### src/rtl/inbox_tx_sequencer_pkg.sv
// Shared types and constants for the INBOX -> UART TX sequencer.
// Holds the sequencer state encoding and the box FIFO geometry.
package inbox_tx_sequencer_pkg;

    localparam int BOX_DW     = 8;
    localparam int BOX_LGFLEN = 5;

    typedef enum logic [2:0] {
        SEQ_IDLE = 3'd0,
        SEQ_POP  = 3'd1,
        SEQ_SEND = 3'd2,
        SEQ_ACK  = 3'd3,
        SEQ_WAIT = 3'd4,
        SEQ_GAP  = 3'd5
    } seq_state_t;

endpackage

### src/rtl/inbox_tx_sequencer.sv
// Pops INBOX bytes on request and hands each to txuartlite, one per frame.
// Optional OUTBOX copy when OUTBOX_COPY_EN is defined.
//
// Ports:
//   i_clk, i_rst        clock, synchronous active-high reset
//   i_step, i_run       single-byte request pulse / continuous drain level
//   i_inbox_empty_n     INBOX has data; i_inbox_data is its head
//   o_inbox_rd          INBOX pop strobe
//   i_tx_busy           txuartlite busy
//   o_tx_wr, o_tx_data  txuartlite write strobe and byte
//   i_outbox_full       OUTBOX full (only used with OUTBOX_COPY_EN)
//   o_outbox_wr/_data   OUTBOX push strobe and byte (mirror of o_tx_data)
//   o_busy              high outside IDLE
//   o_sent_cnt          bytes handed to TX (wraps)
//   o_underflow         sticky: a step request found INBOX empty
module inbox_tx_sequencer
    import inbox_tx_sequencer_pkg::*;
#(
    parameter int DW         = BOX_DW,
    parameter int CNT_W      = 8,
    parameter int GAP_CYCLES = 0
) (
    input  logic             i_clk,
    input  logic             i_rst,
    input  logic             i_step,
    input  logic             i_run,
    input  logic             i_inbox_empty_n,
    input  logic [DW-1:0]    i_inbox_data,
    output logic             o_inbox_rd,
    input  logic             i_tx_busy,
    output logic             o_tx_wr,
    output logic [DW-1:0]    o_tx_data,
    input  logic             i_outbox_full,
    output logic             o_outbox_wr,
    output logic [DW-1:0]    o_outbox_data,
    output logic             o_busy,
    output logic [CNT_W-1:0] o_sent_cnt,
    output logic             o_underflow
);

    localparam int GW = (GAP_CYCLES > 0) ? $clog2(GAP_CYCLES + 1) : 1;
    localparam logic [GW-1:0] GAP_LOAD = GW'(GAP_CYCLES - 1);

    seq_state_t    state;
    logic          pend_step;
    logic [GW-1:0] gap_cnt;
    logic          step_req;
    logic          room;
    logic          copy_en;

    // A step arriving while IDLE is served directly so the pop
    // lands on the very next cycle; pend_step covers busy periods.
    assign step_req = pend_step | i_step;

`ifdef OUTBOX_COPY_EN
    assign room    = ~i_outbox_full;
    assign copy_en = 1'b1;
`else
    logic unused_outbox_full;
    assign unused_outbox_full = i_outbox_full;
    assign room    = 1'b1;
    assign copy_en = 1'b0;
`endif

    assign o_outbox_data = o_tx_data;

    always_ff @(posedge i_clk) begin
        if (i_rst) begin
            state       <= SEQ_IDLE;
            pend_step   <= 1'b0;
            gap_cnt     <= '0;
            o_inbox_rd  <= 1'b0;
            o_tx_wr     <= 1'b0;
            o_outbox_wr <= 1'b0;
            o_tx_data   <= '0;
            o_busy      <= 1'b0;
            o_sent_cnt  <= '0;
            o_underflow <= 1'b0;
        end else begin
            o_inbox_rd  <= 1'b0;
            o_tx_wr     <= 1'b0;
            o_outbox_wr <= 1'b0;
            if (i_step)
                pend_step <= 1'b1;

            case (state)
                SEQ_IDLE: begin
                    if ((step_req | i_run) && i_inbox_empty_n &&
                        !i_tx_busy && room) begin
                        state      <= SEQ_POP;
                        o_inbox_rd <= 1'b1;
                        o_tx_data  <= i_inbox_data;
                        o_busy     <= 1'b1;
                        pend_step  <= 1'b0;
                    end else if (step_req && !i_inbox_empty_n) begin
                        // Drain mode waits quietly; explicit steps flag it.
                        o_underflow <= 1'b1;
                        pend_step   <= 1'b0;
                    end
                end
                SEQ_POP: begin
                    state       <= SEQ_SEND;
                    o_tx_wr     <= 1'b1;
                    o_outbox_wr <= copy_en;
                    o_sent_cnt  <= o_sent_cnt + 1'b1;
                end
                SEQ_SEND: begin
                    // Give txuartlite a cycle to raise busy.
                    state <= SEQ_ACK;
                end
                SEQ_ACK: begin
                    state <= SEQ_WAIT;
                end
                SEQ_WAIT: begin
                    if (!i_tx_busy) begin
                        if (i_run && (GAP_CYCLES > 0)) begin
                            state   <= SEQ_GAP;
                            gap_cnt <= GAP_LOAD;
                        end else begin
                            state  <= SEQ_IDLE;
                            o_busy <= 1'b0;
                        end
                    end
                end
                SEQ_GAP: begin
                    if (gap_cnt == '0) begin
                        state  <= SEQ_IDLE;
                        o_busy <= 1'b0;
                    end else begin
                        gap_cnt <= gap_cnt - 1'b1;
                    end
                end
                default: begin
                    state  <= SEQ_IDLE;
                    o_busy <= 1'b0;
                end
            endcase
        end
    end

endmodule
### config.mk
export PLATFORM = sky130hd
export DESIGN_NAME = inbox_tx_sequencer
export DESIGN_NICKNAME = d
export VERILOG_FILES = /design/src/rtl/inbox_tx_sequencer_pkg.sv /design/src/rtl/inbox_tx_sequencer.sv
export SDC_FILE = /design/constraint.sdc
export NUM_CORES = 1
export LEC_CHECK = 0
export CORE_MARGIN = 2
export CORE_UTILIZATION = 41
export CTS_CLUSTER_DIAMETER = 120
export CTS_CLUSTER_SIZE = 24
export DETAILED_ROUTE_END_ITERATION = 12
export PLACE_DENSITY = 0.77
export SLEW_MARGIN = 25
export SYNTH_ARGS = -nofsm -noshare
export SYNTH_HDL_FRONTEND = slang
export SYNTH_SLANG_ARGS = --single-unit
### constraint.sdc
create_clock -name i_clk -period 1.9 [get_ports i_clk]
set_input_delay 0.19 -clock i_clk [delete_from_list [all_inputs] [get_ports i_clk]]
set_output_delay 0.19 -clock i_clk [all_outputs]
set_load 0.1 [all_outputs]
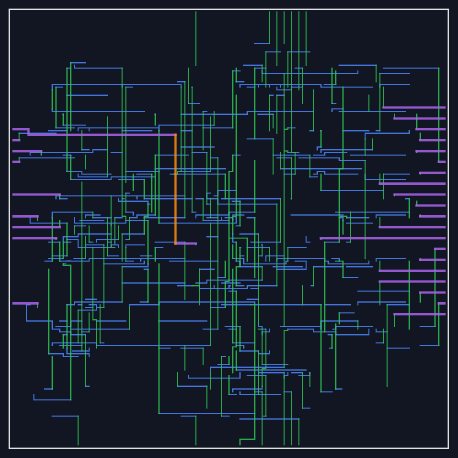
Fig. 1. Routed metal, one colour a layer.
Drawn at 8 px/um.
[orange] metal 4 | wire length: 13.6 um
[green] metal 2 | wire length: 992 um
[blue] metal 1 | wire length: 973 um
[purple] metal 3 | wire length: 153 um
number of vias after detailed routing: 898
Detailed Route WL: 2.131 mm
post-DR wirelength/cell: 11.84 um
all-layer global routing usage: 16.09%

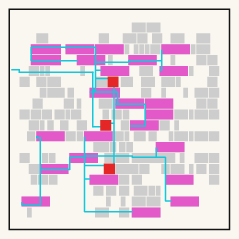
Fig. 2. Clock distribution.
Drawn at 4 px/um.
[magenta] flip-flops | count: 24
[red] clock drivers | count: 3
[cyan] clock wires | length: 272 um
routed clock nets: 4
clk pwr: 363 uW
clock insertion delay at the later pin of the skew report: 0.31 ns
final setup skew: 0.001185 ns

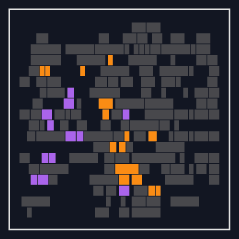
Fig. 3. Gate-type map.
Drawn at 4 px/um.
[orange] nor cells | cells: 15 | most used: nor2_1
[purple] aoi and oai cells | cells: 12 | most used: a21oi_1
multi-input combinational area share: 33.71%
post-route insts no fill: 180
most numerous logic cell after layout: sky130_fd_sc_hd__buf_4

==> flow_results.org <==
* Implementation run

** Critical path
- Max fanout on the critical path was recorded as 13.
- For the worst setup path, the data arrival time is 1.87 ns.
- At the worst endpoint, the required time is 2.15 ns.
- Setup slack on the worst flop-to-flop path :: 0.28 ns
- The slowest stage of the critical path belongs to the cell sky130_fd_sc_hd__or4_1.
- Cell breakdown of the critical path :: or3b_4, or4_1, a21oi_1
- CP endpoint kind :: flop
- The worst setup path is of the reg -> reg kind.
- CP peak stage delay :: 0.52 ns
- STA classifies the critical path startpoint as a flop.

** Yosys
- Cell type contributing the most total cell area after synthesis :: sky130_fd_sc_hd__dfxtp_1
- Yosys attributes the largest share of cell area to sky130_fd_sc_hd__dfxtp_1 46%, sky130_fd_sc_hd__mux2i_1 8.6%, sky130_fd_sc_hd__nand2_1 6.8%.
- After synthesis, flip-flops and latches occupy 45.61% of the total area.
- The synthesized netlist handed to floorplanning was reported with a cell count of 115.
- The mapped netlist covers 1054 um^2.
- Warnings from Yosys :: 0
- The synthesis report names the predominant flop master as sky130_fd_sc_hd__dfxtp_1.
- Count of instantiated cells in the yosys netlist :: 115
- Count of library flops with an enable pin :: 0
- Ranked by instance count, the synthesized netlist is headed by 24 x sky130_fd_sc_hd__dfxtp_1, 19 x sky130_fd_sc_hd__nand2_1, 9 x sky130_fd_sc_hd__buf_4, 9 x sky130_fd_sc_hd__mux2i_1.
- Per the synth stats, the proportion of register bits with asynchronous set or reset is 0%.
- The net count after synthesis is 131.
- In this run, distinct cell masters in the synthesized netlist total 32.
- Sorting the synthesis cell report by count puts at the top sky130_fd_sc_hd__dfxtp_1.
- Summed over its instances, the top area cell type makes up 45.61% of the synthesized netlist area.
- The average instance in the mapped netlist occupies 9.161 um^2.
- According to the Yosys statistics, the synthesized design has a chip area of 1054 um^2.
- The synthesized design contains 24 register bits.

** CTS
- Clock input transition at the sequential cells of the worst setup and hold paths :: 0.13 ns
- The cell sitting at the root of the clock tree is a sky130_fd_sc_hd__clkbuf_4.
- The post-CTS hold buffer count recorded in the log is 0.
- Number of clock sinks :: 24
- CTS tree :: done
- In this run, post-CTS repair resized a total of 0 instances.
- Post-CTS timing repair inserted 0 buffers for setup.
- Number of buffers created by CTS :: 3
- Number of buffers on the longest clock path :: 2
- CTS built an H-tree with a depth of 1.

** Floorplanning
- CORE AREA :: 2455 um^2
- For reference, the placement row count at floorplan is 18.
- Horizontal die dimension :: 54.69 um
- For this design the top-level I/O count stands at 44.
- The die covers 2991 um^2.
- Before placement the cells fill 42.92% of the core.
- Vertical extent of the die :: 54.69 um

** Placed design
- Place WS :: 0.2863 ns
- Buffers on Ports :: 41
- The congestion estimate from routability-driven global placement came to 0.7307.
- Placed wire-length estimate after detailed placement :: 1.566 mm

** Global routing
- The number of global-route vias before repair is 804.
- Most crowded layer after global routing :: met2
- Wire length of the first global-routing pass :: 3.498 mm
- Antenna violations before repair :: 0
- Met3 GRT Util :: 2.732%
- For this run, global-route usage on met1 was measured as 19.33%.
- Overflow left after global routing :: 0
- Pin count of the biggest net entering global routing :: 20
- Met2 track utilization from global routing :: 27.98%

** STA
- Minimum period implied by the final worst setup slack :: 1.622 ns
- F_max :: 0.6165 GHz
- Max-slew check failures listed in the final report amount to 0.
- The final timing summary puts the cycle share of the worst path at 85.37%.
- From the final report, the count of setup violators was given as 0.
- Final Hold Fails :: 0
- Unrepaired setup endpoints after global routing :: no
- Final-layout setup total negative slack :: 0 ns
- The critical path in the final layout is reported with a setup slack of 0.2779 ns.

** Detailed routing
- The first detailed-routing pass took 2 iterations.
- Per the detail_route report, vias per standard cell equal 4.989.
- Number of nets still failing antenna checks after routing :: 0
- Violation count after the first detailed-routing iteration :: 4
- After detailed routing, the number of remaining DRC violations is 0.

** Pwr
- In this run the power density over the cells is 902.5 nW/um^2.
- Per the OpenROAD power report, leakage power amounts to 0.5873 nW.
- In this run the VDD rail shows a maximum IR drop of 0.6793 mV.
- The design draws 1.286 mW.

** Worst hold path
- Path type of the worst min-delay path :: in -> reg

** Cells and area
- Top Layout Cells :: 31 x sky130_fd_sc_hd__buf_4, 21 x sky130_fd_sc_hd__dfxtp_1, 19 x sky130_fd_sc_hd__nand2_1
- Share of final-layout standard cells stronger than drive strength 1 :: 26.67%
- Antenna cells :: 0
- The flow measured a signed area growth from synthesis to layout of 35.27%.
- Fin nets :: 167

** Run
- Total tool warning count :: 27
- Number of max-cap violations :: 0

** Outcome
- Result of the run :: completed
-- metal layers --
metal  share of wire [%]  vias to the layer above
li1                    -                      461
met1                  46                      406
met2                  47                       29
met3                 7.1                        2
met4                0.61                        0
met5                   0                        -
-- metrics by stage --
step | cell area, um^2 | hold WS, ns | instances | utilization [%]
finish | 1425 | 0.4250 | 180 | 58.05
global route | 1425 | 0.4279 | 180 | 58.05
CTS | 1425 | 0.4196 | 180 | 58.05
detailed placement | 1373 | 0.4655 | 176 | 55.91
global placement | 1373 | 0.4577 | 176 | 55.91
floorplan | 1057 | 0.2667 | 115 | -
-- area by class of cell --
| type | count | area, um^2 |
|---|---|---|
| fillers | 228 | 1030 |
| flip-flops and latches | 24 | 484.2 |
| multi-input cells | 76 | 480.5 |
| repair buffers | 44 | 362.8 |
| well taps | 30 | 37.54 |
| clock inverters | 1 | 30.03 |
| clock buffers | 3 | 22.52 |
| inverters | 2 | 7.507 |
-- power by group --
group	internal [mW]	total, mW	switching, mW	leakage [nW]
logic	0.0999	0.375	0.275	0.363
registers	0.529	0.548	0.0194	0.197
clock network	0.213	0.363	0.149	0.0279
-- cells by family after synthesis --
family / synth area share, %
compound gates: 9.145
mux: 8.551
flops: 45.61
xor+xnor: 2.495
simple gates: 23.28
buf+inv: 9.381
other cells: 0.3560
fa+ha+maj: 1.187
-- path summary, 6_finish.rpt --
kind / from / endpoint / cells after the start
worst max-delay path: state[1] / o_sent_cnt[5] / 3
worst min register to register: o_outbox_data[2] / o_outbox_data[2] / 2
worst max register to register: state[1] / o_sent_cnt[5] / 3
worst min-delay path: i_inbox_data[5] / o_outbox_data[5] / 3
-- critical path, delay by kind of cell, from the launching register on --
family	cells	cell delay (ns)
DFF	1	0.40
and+or+nand+nor	2	1.02
AOI/OAI and AO/OA	1	0.15
Power is estimated from default activity; no workload was simulated.
